`src/rtl/apb_mux_pkg.sv`:
```
// Shared types and helpers for the N-to-1 APB arbitration mux.
package apb_mux_pkg;

  typedef enum logic [1:0] {
    IDLE   = 2'd0,
    SETUP  = 2'd1,
    ACCESS = 2'd2
  } state_t;

  localparam int unsigned ARB_RR    = 0;
  localparam int unsigned ARB_FIXED = 1;

  // Index width for n masters; a single master still gets a 1-bit index.
  function automatic int unsigned ptr_width(input int unsigned n);
    return (n < 2) ? 1 : $clog2(n);
  endfunction

endpackage

```
`src/rtl/apb_rr_arbiter.sv`:
```
// Request-vector arbiter: round-robin with internal pointer, or fixed priority (lowest index wins).
module apb_rr_arbiter
  import apb_mux_pkg::*;
#(
  parameter int unsigned  N    = 4,
  parameter int unsigned  MODE = ARB_RR,
  localparam int unsigned IW   = ptr_width(N)
) (
  input  logic          clk,
  input  logic          rst,
  input  logic [N-1:0]  req,
  input  logic          gnt_en,
  output logic [IW-1:0] gnt_idx,
  output logic          gnt_valid
);

  logic [IW-1:0] ptr;

  // First requester found scanning upward from ptr (or from 0 in fixed mode).
  always_comb begin : pick
    int unsigned idx;
    idx       = 0;
    gnt_idx   = '0;
    gnt_valid = 1'b0;
    for (int unsigned k = 0; k < N; k++) begin
      idx = (MODE == ARB_FIXED) ? k : (32'(ptr) + k) % N;
      if (!gnt_valid && req[IW'(idx)]) begin
        gnt_valid = 1'b1;
        gnt_idx   = IW'(idx);
      end
    end
  end

  always_ff @(posedge clk) begin
    if (rst) begin
      ptr <= '0;
    end else if (gnt_en && gnt_valid && MODE == ARB_RR) begin
      ptr <= IW'((32'(gnt_idx) + 1) % N);
    end
  end

endmodule

```
`src/rtl/apb_arb_mux.sv`:
```
// N-master to 1-slave APB4 stage: arbitrates in IDLE, replays the captured request on the slave port.
// Optional ACCESS watchdog enabled by defining APB_MUX_TIMEOUT_EN.
module apb_arb_mux
  import apb_mux_pkg::*;
#(
  parameter int unsigned  NUM_APB_MASTERS = 4,
  parameter int unsigned  APB_ADDR_WIDTH  = 32,
  parameter int unsigned  APB_DATA_WIDTH  = 32,
  parameter int unsigned  APB_STRB_WIDTH  = APB_DATA_WIDTH / 8,
  parameter int unsigned  ARB_MODE        = ARB_RR,
  parameter int unsigned  TIMEOUT_CYCLES  = 256,
  localparam int unsigned IW              = ptr_width(NUM_APB_MASTERS)
) (
  input  logic                      PCLK,
  input  logic                      PRESET,
  input  logic                      PSEL_s    [NUM_APB_MASTERS],
  input  logic [APB_ADDR_WIDTH-1:0] PADDR_s   [NUM_APB_MASTERS],
  input  logic                      PWRITE_s  [NUM_APB_MASTERS],
  input  logic [APB_DATA_WIDTH-1:0] PWDATA_s  [NUM_APB_MASTERS],
  input  logic                      PENABLE_s [NUM_APB_MASTERS],
  input  logic [APB_STRB_WIDTH-1:0] PSTRB_s   [NUM_APB_MASTERS],
  input  logic [2:0]                PPROT_s   [NUM_APB_MASTERS],
  output logic [APB_DATA_WIDTH-1:0] PRDATA_s  [NUM_APB_MASTERS],
  output logic                      PREADY_s  [NUM_APB_MASTERS],
  output logic                      PSLVERR_s [NUM_APB_MASTERS],
  output logic                      PSEL_m,
  output logic [APB_ADDR_WIDTH-1:0] PADDR_m,
  output logic                      PWRITE_m,
  output logic [APB_DATA_WIDTH-1:0] PWDATA_m,
  output logic                      PENABLE_m,
  output logic [APB_STRB_WIDTH-1:0] PSTRB_m,
  output logic [2:0]                PPROT_m,
  input  logic [APB_DATA_WIDTH-1:0] PRDATA_m,
  input  logic                      PREADY_m,
  input  logic                      PSLVERR_m,
  output logic [IW-1:0]             GNT_IDX,
  output logic                      TIMEOUT_EVT
);

  state_t                     state;
  logic [NUM_APB_MASTERS-1:0] req;
  logic [IW-1:0]              arb_idx;
  logic                       arb_valid;
  logic                       timeout_c;
  logic                       done_c;
  logic                       unused_penable;

  // The slave-side phase comes from the FSM, so master PENABLE is deliberately ignored.
  always_comb begin
    req            = '0;
    unused_penable = 1'b0;
    for (int i = 0; i < NUM_APB_MASTERS; i++) begin
      req[i]         = PSEL_s[i];
      unused_penable = unused_penable ^ PENABLE_s[i];
    end
  end

  apb_rr_arbiter #(
    .N    (NUM_APB_MASTERS),
    .MODE (ARB_MODE)
  ) u_arb (
    .clk       (PCLK),
    .rst       (PRESET),
    .req       (req),
    .gnt_en    (state == IDLE),
    .gnt_idx   (arb_idx),
    .gnt_valid (arb_valid)
  );

`ifdef APB_MUX_TIMEOUT_EN
  localparam int unsigned TW = ptr_width(TIMEOUT_CYCLES);

  logic [TW-1:0] wait_cnt;

  // Counts stalled ACCESS cycles; held at zero outside ACCESS so each transfer starts fresh.
  always_ff @(posedge PCLK) begin
    if (PRESET || state != ACCESS) begin
      wait_cnt <= '0;
    end else if (!PREADY_m) begin
      wait_cnt <= wait_cnt + 1'b1;
    end
  end

  assign timeout_c   = (state == ACCESS) && !PREADY_m && (wait_cnt == TW'(TIMEOUT_CYCLES - 1));
  assign TIMEOUT_EVT = timeout_c;
`else
  logic unused_timeout_cfg;

  assign unused_timeout_cfg = 1'(TIMEOUT_CYCLES);
  assign timeout_c          = 1'b0;
  assign TIMEOUT_EVT        = 1'b0;
`endif

  assign done_c = (state == ACCESS) && (PREADY_m || timeout_c);

  // Transfer FSM with capture registers; a grant freezes the winner's request until completion.
  always_ff @(posedge PCLK) begin
    if (PRESET) begin
      state     <= IDLE;
      PSEL_m    <= 1'b0;
      PENABLE_m <= 1'b0;
      PADDR_m   <= '0;
      PWRITE_m  <= 1'b0;
      PWDATA_m  <= '0;
      PSTRB_m   <= '0;
      PPROT_m   <= '0;
      GNT_IDX   <= '0;
    end else begin
      unique case (state)
        IDLE: begin
          if (arb_valid) begin
            state     <= SETUP;
            PSEL_m    <= 1'b1;
            PENABLE_m <= 1'b0;
            PADDR_m   <= PADDR_s[arb_idx];
            PWRITE_m  <= PWRITE_s[arb_idx];
            PWDATA_m  <= PWDATA_s[arb_idx];
            PSTRB_m   <= PSTRB_s[arb_idx];
            PPROT_m   <= PPROT_s[arb_idx];
            GNT_IDX   <= arb_idx;
          end
        end
        SETUP: begin
          state     <= ACCESS;
          PENABLE_m <= 1'b1;
        end
        ACCESS: begin
          if (done_c) begin
            state     <= IDLE;
            PSEL_m    <= 1'b0;
            PENABLE_m <= 1'b0;
          end
        end
        default: begin
          state     <= IDLE;
          PSEL_m    <= 1'b0;
          PENABLE_m <= 1'b0;
        end
      endcase
    end
  end

  // Response demux: only the granted master sees its completion, a watchdog kill returns error with zero data.
  always_comb begin
    for (int i = 0; i < NUM_APB_MASTERS; i++) begin
      PREADY_s[i]  = 1'b0;
      PRDATA_s[i]  = '0;
      PSLVERR_s[i] = 1'b0;
      if (done_c && IW'(i) == GNT_IDX) begin
        PREADY_s[i]  = 1'b1;
        PRDATA_s[i]  = timeout_c ? '0 : PRDATA_m;
        PSLVERR_s[i] = timeout_c | PSLVERR_m;
      end
    end
  end

endmodule

```
`config.mk`:
```
export PLATFORM = sky130hd
export DESIGN_NAME = apb_arb_mux
export DESIGN_NICKNAME = d
export VERILOG_FILES = /design/src/rtl/apb_mux_pkg.sv /design/src/rtl/apb_rr_arbiter.sv /design/src/rtl/apb_arb_mux.sv
export SDC_FILE = /design/constraint.sdc
export NUM_CORES = 1
export LEC_CHECK = 0
export ABC_AREA = 1
export CAP_MARGIN = 15
export CORE_AREA = 2 2 210 212
export CTS_BUF_LIST = sky130_fd_sc_hd__clkbuf_16
export DETAILED_ROUTE_END_ITERATION = 8
export DIE_AREA = 0 0 212 214
export SETUP_SLACK_MARGIN = 0.2
export SYNTH_ARGS = -nofsm -noshare
export SYNTH_HDL_FRONTEND = slang
export SYNTH_HIERARCHICAL = 1
export SYNTH_SLANG_ARGS = --single-unit
```
`constraint.sdc`:
```
create_clock -name PCLK -period 3.1 [get_ports PCLK]
set_input_delay 0.465 -clock PCLK [delete_from_list [all_inputs] [get_ports PCLK]]
set_output_delay 0.465 -clock PCLK [all_outputs]
set_load 0.02 [all_outputs]
```
Figure 1. Clock distribution (run 1).
The bar under the picture is 50 um long.
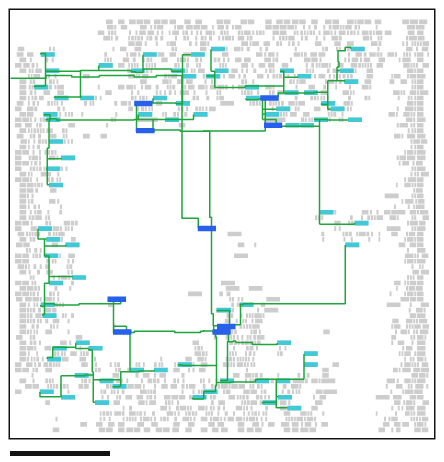
[blue] cells driving clock nets | count: 9
[green] clock wires | length: 1,690 um
[cyan] flip-flops | count: 79
routed clock nets: 10
flops lie: widely spread
Clk pwr share: 9.9%
clock insertion delay at the later pin of the skew report: 340 ps
Clk. pwr: 1.18 mW
Clock Skews: 7.38 ps

Figure 2. Pin placement (run 1).
Pins as bars across the die edge, other pins in grey.
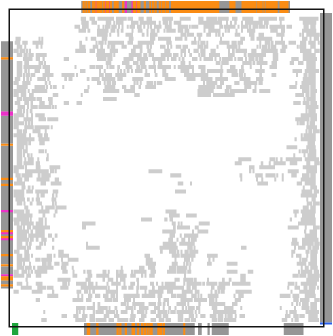
[blue] `PENABLE_m` | pins: 1 | direction: output | edge: east
[orange] `PWDATA_s` | pins: 128 | direction: input | edge: 98 north, 19 south, 11 west
[magenta] `PPROT_s` | pins: 12 | direction: input | edge: 6 north, 6 west
[green] `PENABLE_s` | pins: 4 | direction: input | edge: south
all pins by edge: 155 east, 153 north, 123 west, 114 south
width of the chip: 212 um
die height: 214 um
number of I/O port buffers: 539

Figure 3. Clock wiring as the flow saved it (run 1).
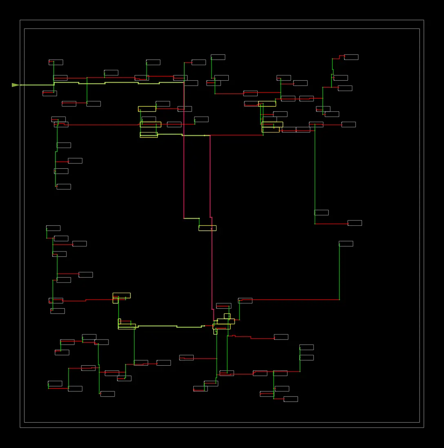
CTS Buf Count: 9
flip-flops: 79
clock sinks: 79
clock buf count: 9

==> flow_summary.json, run 1 <==
{
  "status": "complete, no violations",
  "nNonClkBuffers": 566,
  "clk_share_pct": 2.38,
  "wl_met3_mm": 2.80,
  "diodes": 1,
  "ys_ff": 79,
  "finalPower_mw": 11.9,
  "initial_core_util_pct": 15.3,
  "comb_area_share_pct": 29.6,
  "synthMuxAreaShare_pct": 0,
  "wirelength_mm": 35.6,
  "dp_cells": 2325,
  "synthDistinctLibCells": 23,
  "ff2ff_path_depth": 15,
  "maxSlewViolCount": 0,
  "startpoint_type": "input pin",
  "seq_share_pct": 12.1,
  "met1_length_mm": 13.8,
  "maxPowerGroup": "combinational cells",
  "required_ps": 2630,
  "post_cts_resized": 0,
  "use_met3_pct": 3.61,
  "grt_pass1_wl_mm": 51.4,
  "hold-path-endpoint": "PSEL_m",
  "cp.arrival_ps": 2380,
  "mostFrequentLayoutCells": "523 x nand2_1, 481 x clkdlybuf4s50_1, 167 x inv_1",
  "row_count": 76,
  "p_comb_share_pct": 75.8,
  "r2r_start": "u_arb/ptr[0]",
  "dominant_cells": "non-clock buffers",
  "yosys_area_sq_mm": 0.00655,
  "period_used_pct": 91.8,
  "cts_setup_buffers": 0,
  "reg2reg_slack_ps": 490,
  "setup.worst_path.end": "PRDATA_s[39]",
  "syn_area_sq_mm": 0.00655,
  "nonClkBufAreaFrac_pct": 45.2,
  "cp.buffers_inverters": 4,
  "end_kind": "primary output",
  "grt_busiest_layer": "met2",
  "synth_cells": 1257,
  "first_pass_iters": 5,
  "top_area_cell": "nand2_1",
  "top_logic_kind": "simple AND/OR/NAND/NOR gates",
  "syn_nets": 1589,
  "ys_seq_share_pct": 24.2,
  "comb_area_sq_mm": 0.00386,
  "synth-edff-count": 0,
  "register_area_sq_mm": 0.00158,
  "layout_min_cycle_time_ps": 2850,
  "clkTransAtPathRegs_ps": 70,
  "switchingPower_mw": 6.48,
  "design_area_sq_mm": 0.0130,
  "comb_cells": 922,
  "setup_viol": 0,
  "worstHoldStart": "PSEL_m",
  "fin_cells": 2341,
  "postPlaceCellArea_sq_mm": 0.0126,
  "critPathLaunch": "PREADY_m",
  "cp_max_fo": 32,
  "cts_tree": "yes",
  "synth_top_area_share_pct": 30.0,
  "ios": 545,
  "synth_area_per_cell_sq_um": 5.21,
  "layout_top_cell": "nand2_1",
  "die-area_sq_mm": 0.0454,
  "hold_violations": 0,
  "largestRegisters": "PADDR_m x32, PWDATA_m x32, PSTRB_m x4",
  "hpwl_mm": 28.0
}
Figure 4. Metal layers overlaid (run 1).
The bar under the picture is 50 um long.
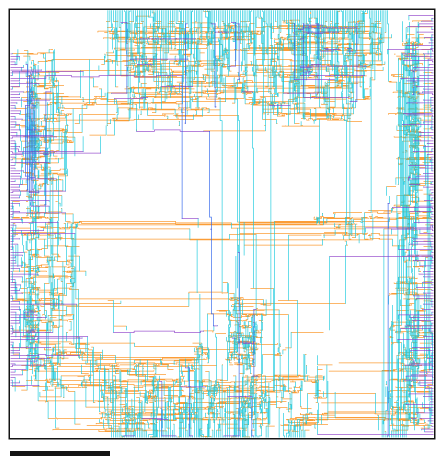

## Run 2: what changed since run 1
--- a/config.mk
+++ b/config.mk
@@ -7,12 +7,11 @@
 export LEC_CHECK = 0
 export ABC_AREA = 1
 export CAP_MARGIN = 15
-export CORE_AREA = 2 2 210 212
+export CORE_AREA = 2 2 213 215
 export CTS_BUF_LIST = sky130_fd_sc_hd__clkbuf_16
 export DETAILED_ROUTE_END_ITERATION = 8
-export DIE_AREA = 0 0 212 214
+export DIE_AREA = 0 0 215 217
 export SETUP_SLACK_MARGIN = 0.2
 export SYNTH_ARGS = -nofsm -noshare
 export SYNTH_HDL_FRONTEND = slang
-export SYNTH_HIERARCHICAL = 1
 export SYNTH_SLANG_ARGS = --single-unit
Figure 5. Metal layers overlaid (run 2).
The bar under the picture is 50 um long.
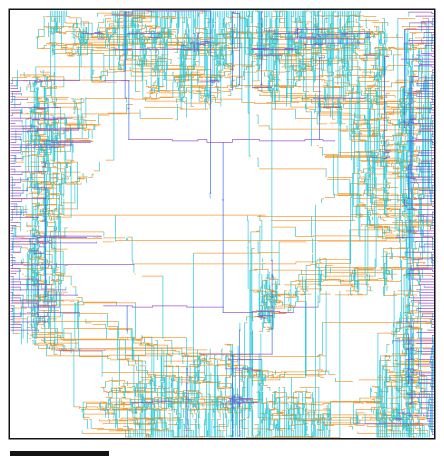
[blue] met4 | wire length: 1,010 um
[cyan] met2 | wire length: 19,300 um
[orange] met1 | wire length: 15,800 um
[purple] met3 | wire length: 3,040 um
All-Layer GR Usage: 15.6%
WL per Instance: 14.9 um
via count: 11,340

Figure 6. Clock distribution (run 2).
The bar under the picture is 50 um long.
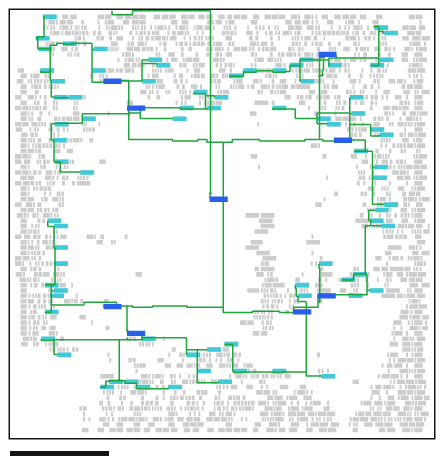
[cyan] flip-flops | count: 79
[blue] cells driving clock nets | count: 9
[green] clock wires | length: 1,720 um
flops lie: widely spread
clock insertion delay at the later pin of the skew report: 370 ps
Clk pwr share: 8.8%
Clock Skews: 12.3 ps
Clk. pwr: 1.03 mW

Figure 7. Clock wiring as the flow saved it (run 2).
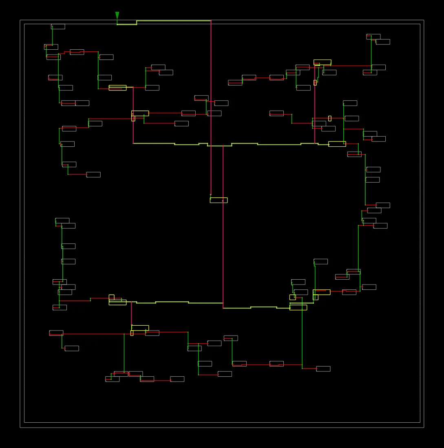

==> flow_summary.json, run 2 <==
{
  "status": "complete, no violations",
  "wl_met3_mm": 3.04,
  "ys_ff": 79,
  "slew_headroom_pct": 35.6,
  "hold_violations": 0,
  "cts_setup_buffers": 0,
  "nNonClkBuffers": 576,
  "register_area_sq_mm": 0.00158,
  "yosys_area_sq_mm": 0.00799,
  "cts_buffers": 9,
  "clkSinkCount": 79,
  "ys_seq_share_pct": 19.8,
  "syn_nets": 1874,
  "synthMuxAreaShare_pct": 0,
  "clk_share_pct": 1.81,
  "mostFrequentLayoutCells": "410 x inv_1, 408 x clkdlybuf4s50_1, 286 x nor2_1",
  "synth-edff-count": 0,
  "area_leaders": "dfxtp_1 20%, inv_1 19%, nand3_1 14%, nor2_1 13%, nand2_1 12%",
  "syn_area_sq_mm": 0.00799,
  "grt_pass1_wl_mm": 57.5,
  "wirelength_mm": 39.1,
  "maxPowerGroup": "combinational cells",
  "setup.worst_path.end": "PRDATA_s[60]",
  "layout_top_cell": "inv_1",
  "required_ps": 2630,
  "postPlaceCellArea_sq_mm": 0.0141,
  "comb_area_sq_mm": 0.00425,
  "async_reset_ff_share_pct": 0,
  "synth_cells": 1542,
  "top_area_cell": "dfxtp_1",
  "seq_share_pct": 10.8,
  "comb_area_share_pct": 29.0,
  "cp_max_fo": 33,
  "startpoint_type": "input pin",
  "synth_top_area_share_pct": 19.8,
  "flops": 79,
  "worstHoldStart": "PSEL_m",
  "r2r_start": "u_arb.ptr[0]",
  "largestRegisters": "PADDR_m x32, PWDATA_m x32, PSTRB_m x4",
  "row_count": 78,
  "io_buffer_count": 539,
  "p_comb_share_pct": 76.9,
  "cts_tree": "yes",
  "top_logic_kind": "simple AND/OR/NAND/NOR gates",
  "die-area_sq_mm": 0.0467,
  "finalPower_mw": 11.8,
  "maxSlewViolCount": 0,
  "period_used_pct": 90.6,
  "fin_cells": 2619,
  "comb_cells": 932,
  "dp_cells": 2600,
  "diodes": 3,
  "switchingPower_mw": 6.32,
  "dominant_cells": "non-clock buffers",
  "first_pass_iters": 6,
  "nonClkBufAreaFrac_pct": 42.6,
  "layout_min_cycle_time_ps": 2810,
  "hpwl_mm": 29.1,
  "cp.buffers_inverters": 5,
  "post_cts_resized": 7,
  "clkTransAtPathRegs_ps": 60,
  "setup_viol": 0,
  "ios": 545,
  "initial_core_util_pct": 17.9,
  "die_h_um": 217,
  "clock_buffers": 9
}
Figure 8. Pin placement (run 2).
Pins as bars across the die edge, other pins in grey.
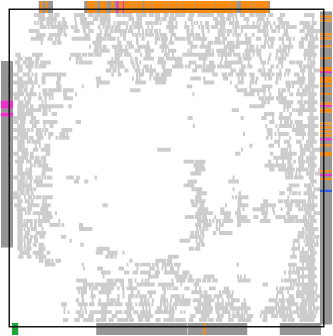

## Run 3: what changed since run 2
--- a/config.mk
+++ b/config.mk
@@ -7,10 +7,11 @@
 export LEC_CHECK = 0
 export ABC_AREA = 1
 export CAP_MARGIN = 15
-export CORE_AREA = 2 2 213 215
+export CORE_AREA = 4 4 209 211
 export CTS_BUF_LIST = sky130_fd_sc_hd__clkbuf_16
 export DETAILED_ROUTE_END_ITERATION = 8
-export DIE_AREA = 0 0 215 217
+export DIE_AREA = 0 0 213 215
+export GPL_TIMING_DRIVEN = 0
 export SETUP_SLACK_MARGIN = 0.2
 export SYNTH_ARGS = -nofsm -noshare
 export SYNTH_HDL_FRONTEND = slang
Figure 9. Pin placement (run 3).
Pins as bars across the die edge, other pins in grey.
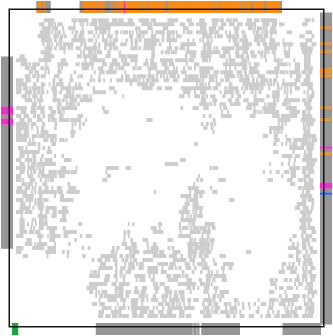
[magenta] `PPROT_s` | pins: 12 | direction: input | edge: 7 west, 4 east, 1 north
[orange] `PWDATA_s` | pins: 128 | direction: input | edge: 119 north, 9 east
[green] `PENABLE_s` | pins: 4 | direction: input | edge: south
[blue] `PENABLE_m` | pins: 1 | direction: output | edge: east
die height: 215 um
width of the chip: 213 um
number of I/O port buffers: 538

Figure 10. Clock distribution (run 3).
The bar under the picture is 50 um long.
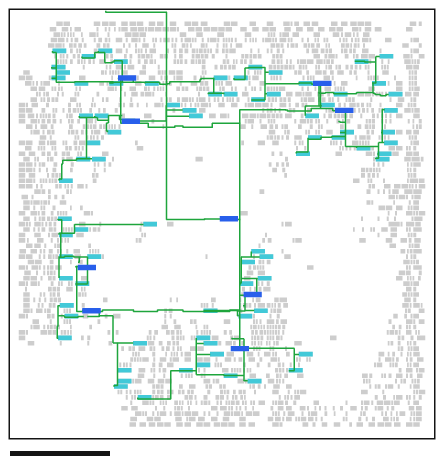
[blue] cells driving clock nets | count: 9
[cyan] flip-flops | count: 79
[green] clock wires | length: 1,620 um
routed clock nets: 10
flops lie: widely spread
Clock Skews: 12.3 ps
Clk pwr share: 8.5%

Figure 11. Sequential cells grouped by signal name (run 3).
Other sequential cells in the stronger grey, the rest of the logic in the fainter grey.
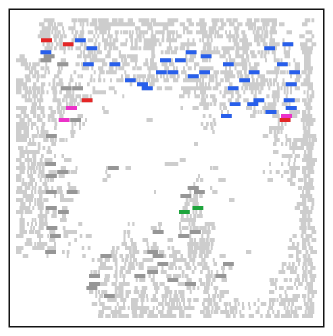
[red] `PSTRB_m` | flops: 4
[magenta] `PPROT_m` | flops: 3
[green] `GNT_IDX` | flops: 2
[blue] `PWDATA_m` | flops: 32 | where: a band across the top
not coloured: 38
sequential share of cell area: 11.3%
fin util: 33.6%
Reg area: 0.00158 sq mm
seq pwr: 1.70 mW

==> flow_summary.json, run 3 <==
{
  "status": "complete, no violations",
  "startpoint_type": "input pin",
  "first_pass_iters": 5,
  "synth_cells": 1542,
  "grt_busiest_layer": "met2",
  "reg2reg_slack_ps": 520,
  "largestRegisters": "PADDR_m x32, PWDATA_m x32, PSTRB_m x4",
  "yosys_area_sq_mm": 0.00799,
  "ios": 545,
  "hold_violations": 0,
  "p_comb_share_pct": 77.6,
  "layout_min_cycle_time_ps": 2840,
  "slew_headroom_pct": 52.6,
  "cts_setup_buffers": 0,
  "cp.buffers_inverters": 5,
  "worstHoldStart": "PSEL_m",
  "post_cts_resized": 149,
  "synthMuxAreaShare_pct": 0,
  "grt_usage_pct": 19.3,
  "cts_buffers": 9,
  "hpwl_mm": 38.3,
  "syn_area_sq_mm": 0.00799,
  "r2r_start": "u_arb.ptr[0]",
  "synth_area_per_cell_sq_um": 5.18,
  "mostFrequentLayoutCells": "406 x clkdlybuf4s50_1, 405 x inv_1, 285 x nor2_1",
  "wl_met3_mm": 3.81,
  "postPlaceCellArea_sq_mm": 0.0140,
  "setup.worst_path.end": "PRDATA_s[67]",
  "cp_max_fo": 10,
  "worstSkewPairLatency_ps": 370,
  "required_ps": 2630,
  "synth_top_area_share_pct": 19.8,
  "async_reset_ff_share_pct": 0,
  "met1_length_mm": 18.5,
  "maxPowerGroup": "combinational cells",
  "via_count": 11658,
  "top_area_cell": "dfxtp_1",
  "comb_cells": 932,
  "use_met3_pct": 3.94,
  "post_drt_wl_per_cell_um": 17.9,
  "maxSlewViolCount": 0,
  "synthDistinctLibCells": 21
}
Power is estimated from default activity; no workload was simulated.
